[config.mk]
export PLATFORM = sky130hd
export DESIGN_NAME = otter_wb_arbiter_flat
export DESIGN_NICKNAME = d
export VERILOG_FILES = /design/src/rtl/otter_wb_arbiter_pkg.sv /design/src/rtl/otter_wb_arbiter_if.sv /design/src/rtl/otter_wb_arbiter_pick2.sv /design/src/rtl/otter_wb_arbiter.sv /design/src/flat_wrapper.sv
export SDC_FILE = /design/constraint.sdc
export NUM_CORES = 1
export LEC_CHECK = 0
export ABC_AREA = 1
export CORE_ASPECT_RATIO = 1.5
export CORE_MARGIN = 2
export CORE_UTILIZATION = 50
export CTS_CLUSTER_DIAMETER = 80
export DETAILED_ROUTE_END_ITERATION = 12
export DONT_BUFFER_PORTS = 1
export PLACE_DENSITY = 0.66
export SETUP_SLACK_MARGIN = 0.2
export SLEW_MARGIN = 20
export SYNTH_ARGS = -nofsm -noshare
export SYNTH_HDL_FRONTEND = slang
export SYNTH_SLANG_ARGS = --single-unit
export TNS_END_PERCENT = 20
[constraint.sdc]
create_clock -name clock -period 2.9 [get_ports clock]
set_clock_uncertainty 0.1 [all_clocks]
set_input_delay 0.58 -clock clock [delete_from_list [all_inputs] [get_ports clock]]
set_output_delay 0.58 -clock clock [all_outputs]
set_load 0.01 [all_outputs]
[src/rtl/otter_wb_arbiter_pkg.sv]
// Shared types, requester indices and the wrap-safe age compare for the write-back arbiter.
package otter_wb_pkg;

  localparam int SEQ_W_DEF = 6;
  // Tags are carried zero-extended to this width so one compare function serves any SEQ_W.
  localparam int SEQ_W_MAX = 16;

  localparam int REQ_ALU0 = 0;
  localparam int REQ_ALU1 = 1;
  localparam int REQ_LD   = 2;

  typedef struct packed {
    logic [4:0]           rd;
    logic [31:0]          data;
    logic [SEQ_W_MAX-1:0] seq;
  } wb_req_t;

  // a is older than b when the top tag bit of (a - b) mod 2^w is set.
  function automatic logic seq_older(input logic [SEQ_W_MAX-1:0] a,
                                     input logic [SEQ_W_MAX-1:0] b,
                                     input int                   w);
    logic [SEQ_W_MAX-1:0] diff;
    logic [SEQ_W_MAX-1:0] mask;
    diff = a - b;
    mask = SEQ_W_MAX'(1) << (w - 1);
    return |(diff & mask);
  endfunction

endpackage

[src/rtl/otter_wb_arbiter_if.sv]
// Requester-side bundle: per-requester valid/rd/data/seq in, combinational ready out.
interface otter_wb_arbiter_if
  import otter_wb_pkg::*;
#(
  parameter int N_REQ = 3,
  parameter int SEQ_W = SEQ_W_DEF
);

  logic [N_REQ-1:0]       req_valid;
  logic [N_REQ*5-1:0]     req_rd;
  logic [N_REQ*32-1:0]    req_data;
  logic [N_REQ*SEQ_W-1:0] req_seq;
  logic [N_REQ-1:0]       req_ready;

  modport master (output req_valid, req_rd, req_data, req_seq, input req_ready);
  modport slave  (input req_valid, req_rd, req_data, req_seq, output req_ready);

endinterface

[src/rtl/otter_wb_arbiter_pick2.sv]
// Combinational oldest/second-oldest picker; zero latency, no state.
module otter_wb_pick2
  import otter_wb_pkg::*;
#(
  parameter int N_REQ = 3,
  parameter int SEQ_W = SEQ_W_DEF
) (
  input  logic [N_REQ-1:0]           elig,
  input  logic [N_REQ*SEQ_W_MAX-1:0] tags,
  output logic [N_REQ-1:0]           g1,
  output logic [N_REQ-1:0]           g2
);

  logic [2:0] rank [N_REQ];

  // Rank = number of eligible peers older than me; equal tags fall back to lower index.
  always_comb begin
    g1 = '0;
    g2 = '0;
    for (int i = 0; i < N_REQ; i++) begin
      rank[i] = 3'd0;
      for (int j = 0; j < N_REQ; j++) begin
        if (j != i && elig[j]) begin
          if (tags[j*SEQ_W_MAX +: SEQ_W_MAX] == tags[i*SEQ_W_MAX +: SEQ_W_MAX]) begin
            if (j < i) rank[i] = rank[i] + 3'd1;
          end else if (seq_older(tags[j*SEQ_W_MAX +: SEQ_W_MAX],
                                 tags[i*SEQ_W_MAX +: SEQ_W_MAX], SEQ_W)) begin
            rank[i] = rank[i] + 3'd1;
          end
        end
      end
      g1[i] = elig[i] && (rank[i] == 3'd0);
      g2[i] = elig[i] && (rank[i] == 3'd1);
    end
  end

endmodule

[src/rtl/otter_wb_arbiter.sv]
// Two-port write-back arbiter: grants the two oldest results, outputs registered one cycle later.
// Ungranted requesters see ready=0 and must hold; optional WB_FWD_EN adds a 4-lane bypass.
module otter_wb_arbiter
  import otter_wb_pkg::*;
#(
  parameter int N_REQ = 3,
  parameter int SEQ_W = SEQ_W_DEF,
  parameter int CNT_W = 16
) (
  input  logic              clock,
  input  logic              reset,
  otter_wb_arbiter_if.slave req,
  output logic              RegWrite,
  output logic [4:0]        WriteReg,
  output logic [31:0]       WriteData,
  output logic              RegWrite_2,
  output logic [4:0]        WriteReg_2,
  output logic [31:0]       WriteData_2,
  output logic [CNT_W-1:0]  wb_stall_cnt
`ifdef WB_FWD_EN
  ,
  input  logic [4*5-1:0]    fwd_rs,
  output logic [3:0]        fwd_hit,
  output logic [4*32-1:0]   fwd_data
`endif
);

  wb_req_t                    req_s [N_REQ];
  logic [N_REQ-1:0]           elig;
  logic [N_REQ-1:0]           x0_req;
  logic [N_REQ-1:0]           g1;
  logic [N_REQ-1:0]           g2;
  logic [N_REQ*SEQ_W_MAX-1:0] tags;
  logic [4:0]                 g1_rd;
  logic [4:0]                 g2_rd;
  logic [31:0]                g1_data;
  logic [31:0]                g2_data;
  logic                       stall;

  always_comb begin
    elig   = '0;
    x0_req = '0;
    tags   = '0;
    for (int i = 0; i < N_REQ; i++) begin
      req_s[i].rd   = req.req_rd[i*5 +: 5];
      req_s[i].data = req.req_data[i*32 +: 32];
      req_s[i].seq  = SEQ_W_MAX'(req.req_seq[i*SEQ_W +: SEQ_W]);
      // Writes to x0 are acknowledged but never take a port.
      elig[i]   = req.req_valid[i] && (req_s[i].rd != 5'd0);
      x0_req[i] = req.req_valid[i] && (req_s[i].rd == 5'd0);
      tags[i*SEQ_W_MAX +: SEQ_W_MAX] = req_s[i].seq;
    end
  end

  otter_wb_pick2 #(
    .N_REQ (N_REQ),
    .SEQ_W (SEQ_W)
  ) u_pick2 (
    .elig (elig),
    .tags (tags),
    .g1   (g1),
    .g2   (g2)
  );

  always_comb begin
    g1_rd   = '0;
    g1_data = '0;
    g2_rd   = '0;
    g2_data = '0;
    for (int i = 0; i < N_REQ; i++) begin
      if (g1[i]) begin
        g1_rd   = req_s[i].rd;
        g1_data = req_s[i].data;
      end
      if (g2[i]) begin
        g2_rd   = req_s[i].rd;
        g2_data = req_s[i].data;
      end
    end
  end

  assign req.req_ready = reset ? '0 : (g1 | g2 | x0_req);
  assign stall         = |(elig & ~(g1 | g2));

  always_ff @(posedge clock) begin
    if (reset) begin
      RegWrite     <= 1'b0;
      WriteReg     <= '0;
      WriteData    <= '0;
      RegWrite_2   <= 1'b0;
      WriteReg_2   <= '0;
      WriteData_2  <= '0;
      wb_stall_cnt <= '0;
    end else begin
      RegWrite   <= |g1;
      RegWrite_2 <= |g2;
      if (|g1) begin
        WriteReg  <= g1_rd;
        WriteData <= g1_data;
      end
      if (|g2) begin
        WriteReg_2  <= g2_rd;
        WriteData_2 <= g2_data;
      end
      if (stall && (wb_stall_cnt != '1)) wb_stall_cnt <= wb_stall_cnt + 1'b1;
    end
  end

`ifdef WB_FWD_EN
  // Port 2 wins on a double match, mirroring the register file's write priority.
  always_comb begin
    fwd_hit  = '0;
    fwd_data = '0;
    for (int k = 0; k < 4; k++) begin
      if (fwd_rs[k*5 +: 5] != 5'd0) begin
        if (RegWrite_2 && (WriteReg_2 == fwd_rs[k*5 +: 5])) begin
          fwd_hit[k]          = 1'b1;
          fwd_data[k*32 +: 32] = WriteData_2;
        end else if (RegWrite && (WriteReg == fwd_rs[k*5 +: 5])) begin
          fwd_hit[k]          = 1'b1;
          fwd_data[k*32 +: 32] = WriteData;
        end
      end
    end
  end
`endif

endmodule
[src/flat_wrapper.sv]
// flat-port wrapper written by rule: the top's interface ports become plain ports
module otter_wb_arbiter_flat import otter_wb_pkg::*;
#(
  parameter int N_REQ = 3,
  parameter int SEQ_W = SEQ_W_DEF,
  parameter int CNT_W = 16
)
  (clock, reset, RegWrite, WriteReg, WriteData, RegWrite_2, WriteReg_2, WriteData_2, wb_stall_cnt, req_req_valid, req_req_rd, req_req_data, req_req_seq, req_req_ready);
  otter_wb_arbiter_if #(.N_REQ(N_REQ), .SEQ_W(SEQ_W)) req_i ();
  input  logic clock;
  input  logic reset;
  output logic RegWrite;
  output logic [4:0] WriteReg;
  output logic [31:0] WriteData;
  output logic RegWrite_2;
  output logic [4:0] WriteReg_2;
  output logic [31:0] WriteData_2;
  output logic [CNT_W-1:0] wb_stall_cnt;
  input wire logic [$bits(req_i.req_valid)-1:0] req_req_valid;
  input wire logic [$bits(req_i.req_rd)-1:0] req_req_rd;
  input wire logic [$bits(req_i.req_data)-1:0] req_req_data;
  input wire logic [$bits(req_i.req_seq)-1:0] req_req_seq;
  output wire logic [$bits(req_i.req_ready)-1:0] req_req_ready;
  assign req_i.req_valid = req_req_valid;
  assign req_i.req_rd = req_req_rd;
  assign req_i.req_data = req_req_data;
  assign req_i.req_seq = req_req_seq;
  assign req_req_ready = req_i.req_ready;
  otter_wb_arbiter #(.N_REQ(N_REQ), .SEQ_W(SEQ_W), .CNT_W(CNT_W)) u_core (.clock(clock), .reset(reset), .req(req_i), .RegWrite(RegWrite), .WriteReg(WriteReg), .WriteData(WriteData), .RegWrite_2(RegWrite_2), .WriteReg_2(WriteReg_2), .WriteData_2(WriteData_2), .wb_stall_cnt(wb_stall_cnt));
endmodule
Figure 1. Met1 routing.
Bar = 20 um. Supply wires on this layer in gray.
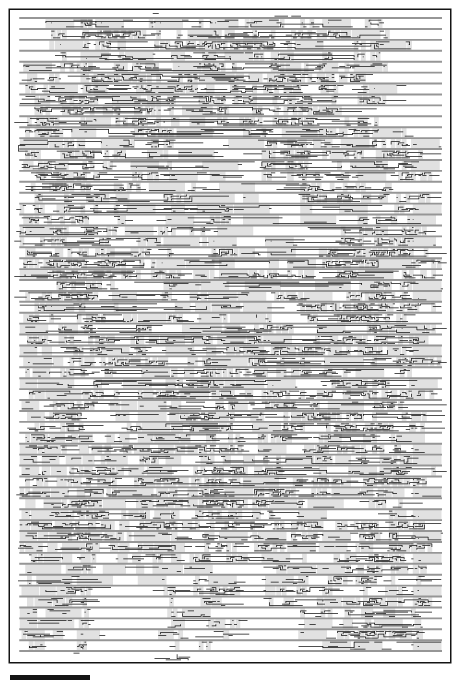
- longest straight run: 40.9 um
- main direction: horizontal
- share of all routed wire: 35%
- nets with wire on the layer: 1523

Figure 2. Nets reached from selected ports.
Bar = 20 um.
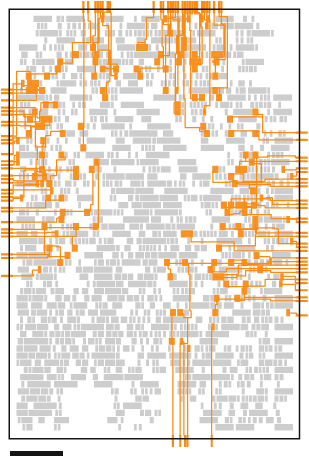
- req_req_data: orange (bits 96; direction input; edge 31 left, 30 top, 30 right, 5 bottom; end cells 160; buffers 0; wire 2600 um)
number of buffers inserted by port buffering: 0
I/O pin count: 229

Figure 3. Track usage over the die.
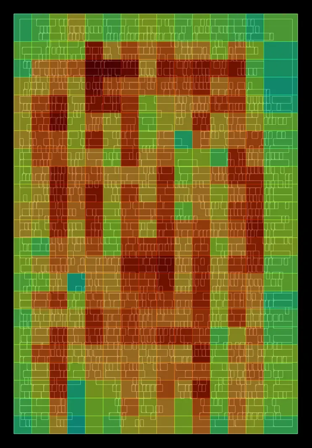
Global Route met2 Usage: 54.0%
GRT Util Overall: 31.3%
share of the core filled with cells: 61.9%
fraction of met1 tracks used by global routing: 35.1%
routed wirelength normalized by instance count: 18.8 um

==> reports/metrics.yaml <==
outcome: "complete, but fails checks"
failed_checks: "setup timing"
drive_above_1_share_pct: 17.4
post_synth_instance_area_um2: 8370
drt-initial-drc-count: 782
clkLatencyLatePin_ns: 0.35
mux_share_pct: 0
max_fclk_mhz: 342
critical_path_arrival_ns: 2.24
post_synthesis_instance_total: 1434
routed-via-count: 9451
viasPerCell: 5.69
place.detailed.hpwl_um: 20100
instances_no_fill: 1662
routed_wirelength_um: 31200
dp.cells: 1612
synth_sequential_area_ratio_pct: 22.0
layout.cells.most_common: "sky130_fd_sc_hd__nand2_1"
tritoncts_num_sinks: 92
hold-path-endpoint: "u_core.wb_stall_cnt[10]"
die-area_um2: 17800
synthToLayoutAreaGrowth_pct: 22.9
path_max_fanout: 3
ant_nets: 0
actual_transition_at_the_worst_max_transition_pin_ns: 0.863
cp-start-kind: "input pin"
openroad.warnings: 44
reg2reg_from: "u_core.wb_stall_cnt[0]"
min_delay_path_depth: 1
top_area_share_pct: 22.0
yosys.area_share.simple_pct: 52.1
timing_max_transition_violations_final: 0
cts.hold.buffers_added: 0
critPathKind: "in2out"
placeableCoreArea_um2: 16600
cts_tree: "yes"
synth-cells-yosys: 1434
postSynthAreaPerCell_um2: 5.84
yosysWarnings: 0
y_dimension_of_the_die_um: 162
core_util_floorplan_pct: 50.4
diodes: 0
endpoint_kind: "output pin"
reg2reg_setup_slack_ns: 0.88
placement_rows: 58
synth-compound-area-share_pct: 2.11
topCellsByArea: "sky130_fd_sc_hd__dfxtp_1 (22%), sky130_fd_sc_hd__nand2_1 (20%), sky130_fd_sc_hd__nand4_1 (12%)"
globalRouteOverflowTotal: 0
grt_antenna_before_repair: 0
rr_worst_depth: 11
mostFrequentLayoutCells: "sky130_fd_sc_hd__nand2_1 (420), sky130_fd_sc_hd__inv_1 (177), sky130_fd_sc_hd__nor2_1 (161)"
setup_viol_count_final: 1
synthTopLogicFamily: "simple AND/OR/NAND/NOR gates"
mappedNetlistNets: 1602
numCtsBuffers: 9
timing.final.crit_share_pct: 101
total_leakage_power_nw: 5.44
final_hold_viol_count: 0
drc_errors: 0
die_w_um: 110
timing.max_slew.rel_slack_pct: 42.5
min-delay-start: "reset"
cell_area_power_density_nw_per_um2: 556
timing.max_cap.violations: 0
number_of_nets_in_the_final_layout: 1616
yosys-stat-area_um2: 8370
grt_first_pass_wirelength_um: 44100
dr.pass1.iters: 5
gp_routability_congestion: 0.937
ys_sh_adder_pct: 5.08
grt_max_degree: 77
master_cell_of_the_clock_root_buffer: "sky130_fd_sc_hd__clkbuf_16"
synth_xor_xnor_area_share_pct: 1.97
worstPathRequired_ns: 2.22
yosys_register_bits: 92
yosys.area.top_type: "sky130_fd_sc_hd__dfxtp_1"
setup-tns-final_ns: -0.0206
place_worst_setup_slack_ns: -0.256
period_needed_ns: 2.92
clock_tree.htree_level_count: 3
hold-worst-slack_ns: 0.187
max-clock-path-buffers: 2
ir_drop_mv: 0.272
cts.clk_slew.worst_paths_ns: 0.07
post_layout_worst_setup_margin_ns: -0.0206
grt_pass1_vias: 8537
setup_repair_after_global_routing_missed_its_margin: "yes"
reg2reg_capture_point: "u_core.wb_stall_cnt[14]"
synth.distinct_cells: 33
hold_path.class: "in2reg"
## state kept, by name (all words and copies together) (netlist names)
register,count
u_core.WriteData,32
u_core.WriteData_2,32
u_core.wb_stall_cnt,16
u_core.WriteReg,5
u_core.WriteReg_2,5
u_core.RegWrite,1
u_core.RegWrite_2,1
## how the worst max path moves through the flow
stage / startpoint / to / slack, ns
3_5_place_dp: req_req_seq[4] / u_core.WriteData_2[18] / -0.26
3_3_place_gp: req_req_seq[4] / u_core.WriteData[12] / -0.21
2_1_floorplan: req_req_seq[2] / u_core.WriteData_2[28] / 0.08
5_1_grt: req_req_seq[4] / req_req_ready[2] / -0.14
6_report: req_req_seq[4] / req_req_ready[2] / -0.02
4_1_cts: req_req_seq[4] / req_req_ready[0] / 0.02
## critical path, stage by stage
cell	delay (ns)
sky130_fd_sc_hd__clkinvlp_4	0.10
sky130_fd_sc_hd__ha_4	0.28
sky130_fd_sc_hd__nand2_4	0.09
sky130_fd_sc_hd__inv_1	0.05
sky130_fd_sc_hd__nand2_2	0.09
sky130_fd_sc_hd__nand3_1	0.10
sky130_fd_sc_hd__nand2_1	0.09
sky130_fd_sc_hd__nand3_2	0.08
sky130_fd_sc_hd__nand2_2	0.07
sky130_fd_sc_hd__inv_2	0.05
sky130_fd_sc_hd__ha_4	0.14
sky130_fd_sc_hd__or2_4	0.23
sky130_fd_sc_hd__nand4_1	0.09
sky130_fd_sc_hd__nand3_1	0.11
sky130_fd_sc_hd__inv_2	0.08
## metrics by stage
stage | power [mW] | cell area [um^2]
floorplan | 3.36 | 8480
global placement | 3.94 | 8900
detailed placement | 3.96 | 8900
CTS | 5.30 | 9440
global route | 6.06 | 10300
finish | 5.72 | 10300
## cell type report
cell class,count,area (um^2)
Multi-Input combinational cell,1030,5650
Clock inverter,6,72.6
Tap cell,210,263
Fill cell,1594,6330
Timing Repair Buffer,109,1440
Sequential cell,92,1840
Clock buffer,9,225
Inverter,206,797
## metal layers
layer | up-vias | wire length (um) | global-route usage [%]
met5 | - | 0 | 0
met4 | 0 | 1450 | 15.1
met3 | 110 | 3050 | 8.16
met2 | 504 | 15700 | 54.0
met1 | 4241 | 11000 | 35.1
li1 | 4596 | - | -
## timing repair
| item | 4_1_cts | 5_1_grt |
|---|---|---|
| setup endpoints to repair | 77 | 95 |
| buffers inserted | 3 | 9 |
| cloned | 4 | 19 |
| resized | 41 | 89 |
| pin swaps | 18 | 47 |
## report_power, final
| part | total (mW) | internal, mW | switching, mW | leakage [nW] |
|---|---|---|---|---|
| Clock | 1.24 | 0.677 | 0.561 | 0.148 |
| Sequential | 1.76 | 1.49 | 0.279 | 0.758 |
| Combinational | 2.72 | 1.15 | 1.57 | 4.53 |
| Total | 5.72 | 3.31 | 2.41 | 5.44 |
## Yosys cell counts, drive strengths merged
cell type / count
nand2: 451
inv: 195
nor2: 172
nand4: 158
nand3: 114
dfxtp: 92
buf: 87
nand3b: 39
ha: 34
a21oi: 25
clkbuf: 20
xor2: 14
clkinv: 11
nor3: 5
xnor2: 4
o21ai: 3
o221ai: 3
or2: 3
nor4: 2
a31oi: 1
and2: 1
No activity file was given, so power comes from the tool's default toggle rates.
